--- src/rtl/decode_stage_pipe_pkg.sv ---
// Shared definitions for the decode stage: default widths, MIPS opcode and
// funct constants, the link-register index, and the opcode decoder that
// turns opcode/funct into control bits plus a destination selector.
package decode_stage_pipe_pkg;

  localparam int DEF_DWIDTH = 32;
  localparam int DEF_AWIDTH = 5;
  localparam int DEF_IWIDTH = 32;

  // jal writes its return address here
  localparam int REG_LINK = 31;

  localparam logic [5:0] OP_RTYPE = 6'h00;
  localparam logic [5:0] OP_J     = 6'h02;
  localparam logic [5:0] OP_JAL   = 6'h03;
  localparam logic [5:0] OP_BEQ   = 6'h04;
  localparam logic [5:0] OP_BNE   = 6'h05;
  localparam logic [5:0] OP_ADDI  = 6'h08;
  localparam logic [5:0] OP_SLTI  = 6'h0A;
  localparam logic [5:0] OP_ANDI  = 6'h0C;
  localparam logic [5:0] OP_ORI   = 6'h0D;
  localparam logic [5:0] OP_LW    = 6'h23;
  localparam logic [5:0] OP_SW    = 6'h2B;

  localparam logic [5:0] FN_JR    = 6'h08;

  typedef enum logic [1:0] {
    DST_NONE = 2'd0,
    DST_RD   = 2'd1,
    DST_RT   = 2'd2,
    DST_LINK = 2'd3
  } dst_sel_e;

  typedef struct packed {
    logic reg_wr;
    logic memtoreg;
    logic memwrite;
    logic alu_src;
    logic branch;
    logic jal;
    logic jr;
  } ctrl_t;

  typedef struct packed {
    ctrl_t    ctrl;
    dst_sel_e dst_sel;
    logic     rt_used;
  } dec_t;

  // Unknown opcodes and j fall through as all-zero controls (NOP)
  function automatic dec_t decode_op(input logic [5:0] op, input logic [5:0] fn);
    dec_t d;
    d = '0;
    case (op)
      OP_RTYPE: begin
        d.dst_sel = DST_RD;
        d.rt_used = 1'b1;
        if (fn == FN_JR) d.ctrl.jr = 1'b1;
        else             d.ctrl.reg_wr = 1'b1;
      end
      OP_LW: begin
        d.dst_sel       = DST_RT;
        d.ctrl.alu_src  = 1'b1;
        d.ctrl.memtoreg = 1'b1;
        d.ctrl.reg_wr   = 1'b1;
      end
      OP_SW: begin
        d.rt_used       = 1'b1;
        d.ctrl.alu_src  = 1'b1;
        d.ctrl.memwrite = 1'b1;
      end
      OP_BEQ, OP_BNE: begin
        d.rt_used     = 1'b1;
        d.ctrl.branch = 1'b1;
      end
      OP_ADDI, OP_ANDI, OP_ORI, OP_SLTI: begin
        d.dst_sel      = DST_RT;
        d.ctrl.alu_src = 1'b1;
        d.ctrl.reg_wr  = 1'b1;
      end
      OP_JAL: begin
        d.dst_sel     = DST_LINK;
        d.ctrl.jal    = 1'b1;
        d.ctrl.reg_wr = 1'b1;
      end
      default: d = '0;
    endcase
    return d;
  endfunction

endpackage

--- src/rtl/decode_stage_pipe_regfile_bypass.sv ---
// Register file with two combinational read ports and one write port.
// Register 0 is hard-wired to zero. With BYPASS_EN=1 a write landing this
// cycle is returned on a matching read (write-first); address 0 never bypasses.
// Ports:
//   clk, rst_n            clock, synchronous active-low reset (clears all regs)
//   we, waddr, wdata      write port (takes effect at the clock edge)
//   raddr_a/rdata_a       read port A
//   raddr_b/rdata_b       read port B
module regfile_bypass
  import decode_stage_pipe_pkg::*;
#(
  parameter int DWIDTH    = DEF_DWIDTH,
  parameter int AWIDTH    = DEF_AWIDTH,
  parameter bit BYPASS_EN = 1'b1
) (
  input  logic              clk,
  input  logic              rst_n,
  input  logic              we,
  input  logic [AWIDTH-1:0] waddr,
  input  logic [DWIDTH-1:0] wdata,
  input  logic [AWIDTH-1:0] raddr_a,
  input  logic [AWIDTH-1:0] raddr_b,
  output logic [DWIDTH-1:0] rdata_a,
  output logic [DWIDTH-1:0] rdata_b
);

  localparam int DEPTH = 2 ** AWIDTH;

  logic [DWIDTH-1:0] mem_q [DEPTH];
  logic [DWIDTH-1:0] mem_d [DEPTH];

  always_comb begin
    mem_d = mem_q;
    if (we && (waddr != '0)) mem_d[waddr] = wdata;
  end

  always_ff @(posedge clk) begin
    if (!rst_n) begin
      for (int i = 0; i < DEPTH; i++) mem_q[i] <= '0;
    end else begin
      mem_q <= mem_d;
    end
  end

  always_comb begin
    rdata_a = '0;
    if (raddr_a != '0) begin
      if (BYPASS_EN && we && (waddr == raddr_a)) rdata_a = wdata;
      else                                       rdata_a = mem_q[raddr_a];
    end
    rdata_b = '0;
    if (raddr_b != '0) begin
      if (BYPASS_EN && we && (waddr == raddr_b)) rdata_b = wdata;
      else                                       rdata_b = mem_q[raddr_b];
    end
  end

endmodule

--- src/rtl/decode_stage_pipe.sv ---
// MIPS decode stage: accepts an instruction over a valid/ready handshake,
// decodes it, reads operands (with writeback bypass) and registers the
// ID/EX bundle. Stalls one cycle on load-use, honours execute back-pressure
// and flush.
// Ports:
//   dp_clk, dp_rst                  clock, synchronous active-low reset
//   dp_i_valid/dp_o_ready           IF/ID handshake; dp_i_instr, dp_i_pc payload
//   dp_i_ex_ready, dp_i_flush       execute back-pressure and squash
//   dp_i_reg_wr/addr_rd/data_rd     writeback port into the register file
//   dp_o_*                          registered ID/EX bundle
module decode_stage_pipe
  import decode_stage_pipe_pkg::*;
#(
  parameter int DWIDTH    = DEF_DWIDTH,
  parameter int AWIDTH    = DEF_AWIDTH,
  parameter int IWIDTH    = DEF_IWIDTH,
  parameter bit BYPASS_EN = 1'b1,
  parameter bit HAZARD_EN = 1'b1
) (
  input  logic              dp_clk,
  input  logic              dp_rst,
  input  logic              dp_i_valid,
  output logic              dp_o_ready,
  input  logic [IWIDTH-1:0] dp_i_instr,
  input  logic [DWIDTH-1:0] dp_i_pc,
  input  logic              dp_i_ex_ready,
  input  logic              dp_i_flush,
  input  logic              dp_i_reg_wr,
  input  logic [AWIDTH-1:0] dp_i_addr_rd,
  input  logic [DWIDTH-1:0] dp_i_data_rd,
  output logic              dp_o_valid,
  output logic [5:0]        dp_o_opcode,
  output logic [5:0]        dp_o_funct,
  output logic [AWIDTH-1:0] dp_o_addr_rs,
  output logic [AWIDTH-1:0] dp_o_addr_rt,
  output logic [AWIDTH-1:0] dp_o_addr_dst,
  output logic [DWIDTH-1:0] dp_o_data_rs,
  output logic [DWIDTH-1:0] dp_o_data_rt,
  output logic [DWIDTH-1:0] dp_o_imm,
  output logic [25:0]       dp_o_jal_addr,
  output logic [DWIDTH-1:0] dp_o_link,
  output logic              dp_o_reg_wr,
  output logic              dp_o_memtoreg,
  output logic              dp_o_memwrite,
  output logic              dp_o_alu_src,
  output logic              dp_o_branch,
  output logic              dp_o_jal,
  output logic              dp_o_jr
);

  // Instruction fields
  logic [5:0]        opcode, funct;
  logic [AWIDTH-1:0] rs, rt, rd, dst;
  logic [DWIDTH-1:0] imm, link, rdata_rs, rdata_rt;
  dec_t              dec;
  logic              hazard;

  assign opcode = dp_i_instr[31:26];
  assign funct  = dp_i_instr[5:0];
  assign rs     = AWIDTH'(dp_i_instr[25:21]);
  assign rt     = AWIDTH'(dp_i_instr[20:16]);
  assign rd     = AWIDTH'(dp_i_instr[15:11]);
  assign imm    = {{(DWIDTH-16){dp_i_instr[15]}}, dp_i_instr[15:0]};
  assign link   = dp_i_pc + DWIDTH'(8);
  assign dec    = decode_op(opcode, funct);

  always_comb begin
    case (dec.dst_sel)
      DST_RD:   dst = rd;
      DST_RT:   dst = rt;
      DST_LINK: dst = AWIDTH'(REG_LINK);
      default:  dst = '0;
    endcase
  end

  regfile_bypass #(
    .DWIDTH    (DWIDTH),
    .AWIDTH    (AWIDTH),
    .BYPASS_EN (BYPASS_EN)
  ) u_rf (
    .clk     (dp_clk),
    .rst_n   (dp_rst),
    .we      (dp_i_reg_wr),
    .waddr   (dp_i_addr_rd),
    .wdata   (dp_i_data_rd),
    .raddr_a (rs),
    .raddr_b (rt),
    .rdata_a (rdata_rs),
    .rdata_b (rdata_rt)
  );

  // ID/EX register
  logic              valid_q, valid_d;
  ctrl_t             ctrl_q, ctrl_d;
  logic [5:0]        opcode_q, opcode_d, funct_q, funct_d;
  logic [AWIDTH-1:0] rs_q, rs_d, rt_q, rt_d, dst_q, dst_d;
  logic [DWIDTH-1:0] data_rs_q, data_rs_d, data_rt_q, data_rt_d;
  logic [DWIDTH-1:0] imm_q, imm_d, link_q, link_d;
  logic [25:0]       jal_addr_q, jal_addr_d;

  // Load in ID/EX whose destination feeds this instruction: the value is not
  // available until after MEM, so hold the input for one cycle.
  assign hazard = HAZARD_EN && dp_i_valid && valid_q && ctrl_q.memtoreg &&
                  (dst_q != '0) &&
                  ((dst_q == rs) || (dec.rt_used && (dst_q == rt)));

  assign dp_o_ready = dp_i_ex_ready && !hazard && !dp_i_flush;

  always_comb begin
    valid_d    = valid_q;
    ctrl_d     = ctrl_q;
    opcode_d   = opcode_q;
    funct_d    = funct_q;
    rs_d       = rs_q;
    rt_d       = rt_q;
    dst_d      = dst_q;
    data_rs_d  = data_rs_q;
    data_rt_d  = data_rt_q;
    imm_d      = imm_q;
    link_d     = link_q;
    jal_addr_d = jal_addr_q;
    if (dp_i_flush) begin
      valid_d = 1'b0;
    end else if (!dp_i_ex_ready) begin
      // hold; writebacks during the hold are forwarded by execute
    end else if (hazard) begin
      valid_d = 1'b0;
      ctrl_d  = '0;
    end else if (dp_i_valid) begin
      valid_d    = 1'b1;
      ctrl_d     = dec.ctrl;
      opcode_d   = opcode;
      funct_d    = funct;
      rs_d       = rs;
      rt_d       = rt;
      dst_d      = dst;
      data_rs_d  = rdata_rs;
      data_rt_d  = rdata_rt;
      imm_d      = imm;
      link_d     = link;
      jal_addr_d = dp_i_instr[25:0];
    end else begin
      valid_d = 1'b0;
      ctrl_d  = '0;
    end
  end

  always_ff @(posedge dp_clk) begin
    if (!dp_rst) begin
      valid_q    <= 1'b0;
      ctrl_q     <= '0;
      opcode_q   <= '0;
      funct_q    <= '0;
      rs_q       <= '0;
      rt_q       <= '0;
      dst_q      <= '0;
      data_rs_q  <= '0;
      data_rt_q  <= '0;
      imm_q      <= '0;
      link_q     <= '0;
      jal_addr_q <= '0;
    end else begin
      valid_q    <= valid_d;
      ctrl_q     <= ctrl_d;
      opcode_q   <= opcode_d;
      funct_q    <= funct_d;
      rs_q       <= rs_d;
      rt_q       <= rt_d;
      dst_q      <= dst_d;
      data_rs_q  <= data_rs_d;
      data_rt_q  <= data_rt_d;
      imm_q      <= imm_d;
      link_q     <= link_d;
      jal_addr_q <= jal_addr_d;
    end
  end

  assign dp_o_valid    = valid_q;
  assign dp_o_opcode   = opcode_q;
  assign dp_o_funct    = funct_q;
  assign dp_o_addr_rs  = rs_q;
  assign dp_o_addr_rt  = rt_q;
  assign dp_o_addr_dst = dst_q;
  assign dp_o_data_rs  = data_rs_q;
  assign dp_o_data_rt  = data_rt_q;
  assign dp_o_imm      = imm_q;
  assign dp_o_jal_addr = jal_addr_q;
  assign dp_o_link     = link_q;
  assign dp_o_reg_wr   = ctrl_q.reg_wr;
  assign dp_o_memtoreg = ctrl_q.memtoreg;
  assign dp_o_memwrite = ctrl_q.memwrite;
  assign dp_o_alu_src  = ctrl_q.alu_src;
  assign dp_o_branch   = ctrl_q.branch;
  assign dp_o_jal      = ctrl_q.jal;
  assign dp_o_jr       = ctrl_q.jr;

endmodule

--- config.mk ---
export PLATFORM = sky130hd
export DESIGN_NAME = decode_stage_pipe
export DESIGN_NICKNAME = d
export VERILOG_FILES = /design/src/rtl/decode_stage_pipe_pkg.sv /design/src/rtl/decode_stage_pipe_regfile_bypass.sv /design/src/rtl/decode_stage_pipe.sv
export SDC_FILE = /design/constraint.sdc
export NUM_CORES = 2
export LEC_CHECK = 0
export CAP_MARGIN = 20
export CORE_ASPECT_RATIO = 0.5
export CORE_MARGIN = 2
export CORE_UTILIZATION = 45
export CTS_CLUSTER_DIAMETER = 30
export CTS_CLUSTER_SIZE = 30
export DETAILED_ROUTE_END_ITERATION = 8
export HOLD_SLACK_MARGIN = 0.02
export PLACE_DENSITY_LB_ADDON = 0.08
export SLEW_MARGIN = 15
export SYNTH_ARGS = -nofsm -noshare
export SYNTH_HDL_FRONTEND = slang
export SYNTH_HIERARCHICAL = 1
export SYNTH_SLANG_ARGS = --single-unit
export TNS_END_PERCENT = 50
--- constraint.sdc ---
create_clock -name dp_clk -period 4.45 [get_ports dp_clk]
set_input_delay 0.89 -clock dp_clk [delete_from_list [all_inputs] [get_ports dp_clk]]
set_output_delay 0.89 -clock dp_clk [all_outputs]
set_load 0.1 [all_outputs]
==> images/registers.png <==
Scale bar: 200 um. Other sequential cells in the stronger gray, the rest of the logic in the fainter gray.
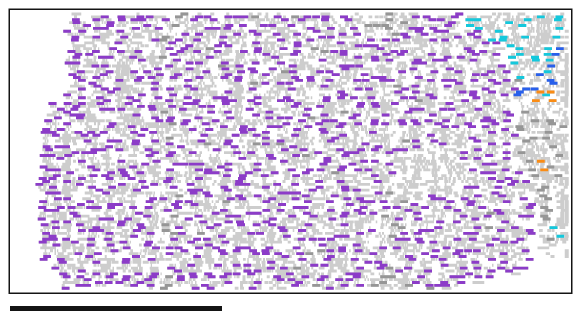
legend:
  cyan:
    signal: `dp_o_link`
    sequential_cells: 32
    where: top right
  purple:
    signal: `u_rf/mem_q`
    sequential_cells: 1024
    where: all over the die
  orange:
    signal: `dp_o_opcode`
    sequential_cells: 6
  blue:
    signal: `dp_o_imm`
    sequential_cells: 10
    where: top right
final core utilization: 0.534
Seq. pwr: 0.0106 W
FF/Latch Area: 23300 um^2
sequential share of cell area: 0.319

==> images/drive_strength.png <==
Scale bar: 200 um.
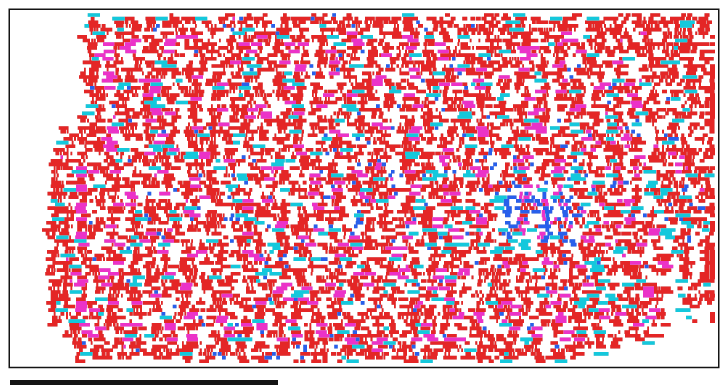
legend:
  cyan:
    size: drive 6 and up
    cells: 347
  magenta:
    size: drive 2
    cells: 478
  blue:
    size: drive 3 to 4
    cells: 295
  red:
    size: drive 1 or less
    cells: 6046
synthesis-to-finish area growth: 18.1%
Final Cell Area: 73100 um^2
Buffers, non-clock: 579
setup ws final: 0.597 ns

==> results.cfg <==
; synthesis and place-and-route metrics
[run_status]
run_status = finished clean

[detailed_routing]
dr_wl_met3_um = 41600
wirelength_um = 280000
drt-initial-drc-count = 8363
drcViolationCount = 0
ant_nets = 0
vias = 57500
avgRoutedWirePerCell_um = 31.2

[setup_path]
timing.rr.end = dp_o_data_rt[29]$_SDFFE_PN0P_
cp_cell_sequence = clkdlybuf4s50_1 > xnor2_1 > nand4_1 > or2_1 > nor2_2 > buf_4 > a211o_1 > nand2_1 > a21boi_0
r2r_slack_ns = 1.75
crit_buf_inv = 2
crit_family = simple AND/OR/NAND/NOR gates
cp-start-kind = input pin
cp.arrival_ns = 4.58
cp_slowest_cell = nor2_2
endpoint = dp_o_data_rt[4]$_SDFFE_PN0P_

[final_timing]
worst_pin_slew_ns = 1.20
setup_violations = 0
whs_ns = 0.449
max_freq_mhz = 260
finalMaxSlewViolations = 0
finalCritPeriodShare = 0.866

[floorplan]
io_pins = 297
fp_util = 0.452
die_area_um2 = 141000
die_width_um = 528
nWellTaps = 1813

[logic_synthesis]
ys_sh_adder = 0.000202
ys_sh_simple = 0.176
ys_cells = 7006
flop_cell = dfxtp_1
ys_types = 72
syn_nets = 7114
synth_area_um2 = 61900
synthCells = 7006
ys_sh_mux = 0.190

[cts]
h-tree-depth = 4
tritoncts = done
clockBufferDepth = 3

[final_layout]
nets = 7118
nClkBuffers = 217
largest_cell_class = logic gates
logic_gate_count = 5079
inv_count = 6
regMostFlops = u_rf/mem_q
seq_cells = 1165
largest_reg_flops = 1024
comb_share = 0.479

[power]
intPower_w = 0.0209
vdd_drop_max_mv = 0.386
seqPwrFrac = 0.369
p_leak_nw = 24.9
power_leader = clock
powerClk_w = 0.0153
combPwrFrac = 0.100
pg_comb_w = 0.00287

[min_path]
min_from = dp_o_link[4]$_SDFFE_PN0P_
hold_path_depth = 2

[grt]
grt_start_max_net_pins = 149
use_met2 = 0.533
busiest_layer = met1

[flow_run]
warning_count = 39

[placed_design]
place_congestion = 0.942
dpl-instance-area_um2 = 66600
==> images/cell_classes.png <==
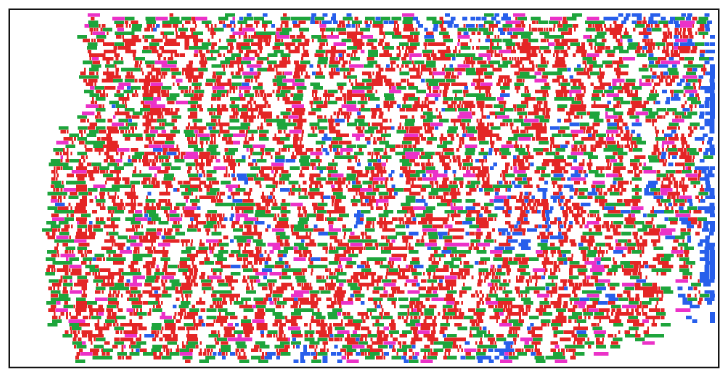
legend:
  green:
    class: flip-flops
    cells: 1165
    share_of_their_area: 33%
  blue:
    class: other buffers and delay cells
    cells: 579
    share_of_their_area: 8.4%
  magenta:
    class: clock drivers and dummy loads
    cells: 337
    share_of_their_area: 9.2%
  red:
    class: all other logic
    cells: 5085
    share_of_their_area: 49%
core area: 137000 um^2
FP Rows: 96

==> images/clock_map.png <==
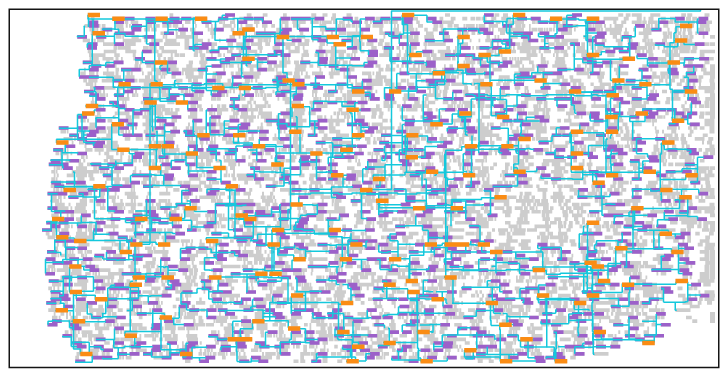
legend:
  orange:
    item: cells driving clock nets
    count: 179
  cyan:
    item: clock wires
    length: 17200 um
  purple:
    item: flip-flops
    count: 1165
flops lie: all over the die
Setup Skew: 0.0426 ns
clk latency late pin: 0.81 ns
Clk pwr share: 0.531

[cells in the final DEF (no fill, tap or decap), drive strengths merged, types with 9 or more instances in the layout]
| master | Yosys | final |
|---|---|---|
| mux2i | 324 | 324 |
| xnor2 | 20 | 20 |
| a211o | 9 | 9 |
| bufinv | 0 | 27 |
| clkinv | 2 | 48 |
| a221oi | 22 | 22 |
| o21ai | 85 | 85 |
| and2 | 44 | 44 |
| a221o | 14 | 14 |
| nor2b | 24 | 24 |
| dfxtp | 1165 | 1165 |
| a21oi | 54 | 54 |
| nand2 | 2351 | 2351 |
| buf | 310 | 302 |
| nand4 | 10 | 10 |
| a32o | 33 | 33 |
| nand3 | 51 | 51 |
| nor3b | 15 | 15 |
| mux2 | 57 | 57 |
| clkinvlp | 0 | 16 |
| xor2 | 28 | 28 |
| clkbuf | 446 | 218 |
| nor3 | 39 | 39 |
| inv | 4 | 35 |
| o211a | 22 | 22 |
| nor4 | 25 | 25 |
| clkdlybuf4s50 | 0 | 276 |
| o22ai | 92 | 92 |
| nor2 | 130 | 130 |
| a2111oi | 14 | 14 |
| o221ai | 32 | 32 |
| a211oi | 61 | 61 |
| a21boi | 1097 | 1097 |
| mux4 | 350 | 350 |
[through the flow]
| stage | setup slack [ns] | instances |
|---|---|---|
| CTS | 0.734 | 8978 |
| global route | 0.595 | 8980 |
| finish | 0.597 | 8983 |
| floorplan | 0.576 | 7006 |
| global placement | 0.0474 | 8640 |
| detailed placement | 0.0210 | 8641 |
[synthesized netlist by cell type, types with 5 or more instances]
| cell type | count | share of area |
|---|---|---|
| a2111oi_0 | 13 | 0.0018 |
| a211o_1 | 9 | 0.0013 |
| a211oi_1 | 61 | 0.0074 |
| a21boi_0 | 989 | 0.12 |
| a21boi_1 | 108 | 0.013 |
| a21oi_1 | 54 | 0.0044 |
| a221o_1 | 14 | 0.0023 |
| a221oi_1 | 22 | 0.0031 |
| a22oi_1 | 7 | 0.00085 |
| a32o_1 | 33 | 0.0053 |
| and2_1 | 42 | 0.0042 |
| and3_1 | 6 | 0.00061 |
| buf_1 | 12 | 0.00073 |
| buf_2 | 156 | 0.013 |
| buf_4 | 82 | 0.0099 |
| buf_6 | 54 | 0.0098 |
| clkbuf_1 | 415 | 0.025 |
| clkbuf_2 | 28 | 0.0023 |
| dfxtp_1 | 1165 | 0.38 |
| mux2_2 | 57 | 0.010 |
| mux2i_1 | 324 | 0.052 |
| mux4_2 | 347 | 0.13 |
| nand2_1 | 2350 | 0.14 |
| nand2b_1 | 8 | 0.00081 |
| nand3_1 | 51 | 0.0041 |
| nand3b_1 | 6 | 0.00073 |
| nand4_1 | 10 | 0.0010 |
| nor2_1 | 130 | 0.0079 |
| nor2b_1 | 24 | 0.0024 |
| nor3_1 | 39 | 0.0032 |
| nor3b_1 | 15 | 0.0018 |
| nor4_1 | 24 | 0.0024 |
| o211a_1 | 22 | 0.0036 |
| o211ai_1 | 6 | 0.00073 |
| o21ai_0 | 80 | 0.0065 |
| o21ai_1 | 5 | 0.00040 |
| o221ai_1 | 32 | 0.0045 |
| o22ai_1 | 92 | 0.0093 |
| or3b_2 | 5 | 0.00071 |
| xnor2_1 | 20 | 0.0028 |
| xor2_1 | 28 | 0.0040 |
Power figures rest on the tool's default switching activity, not on a simulated workload.
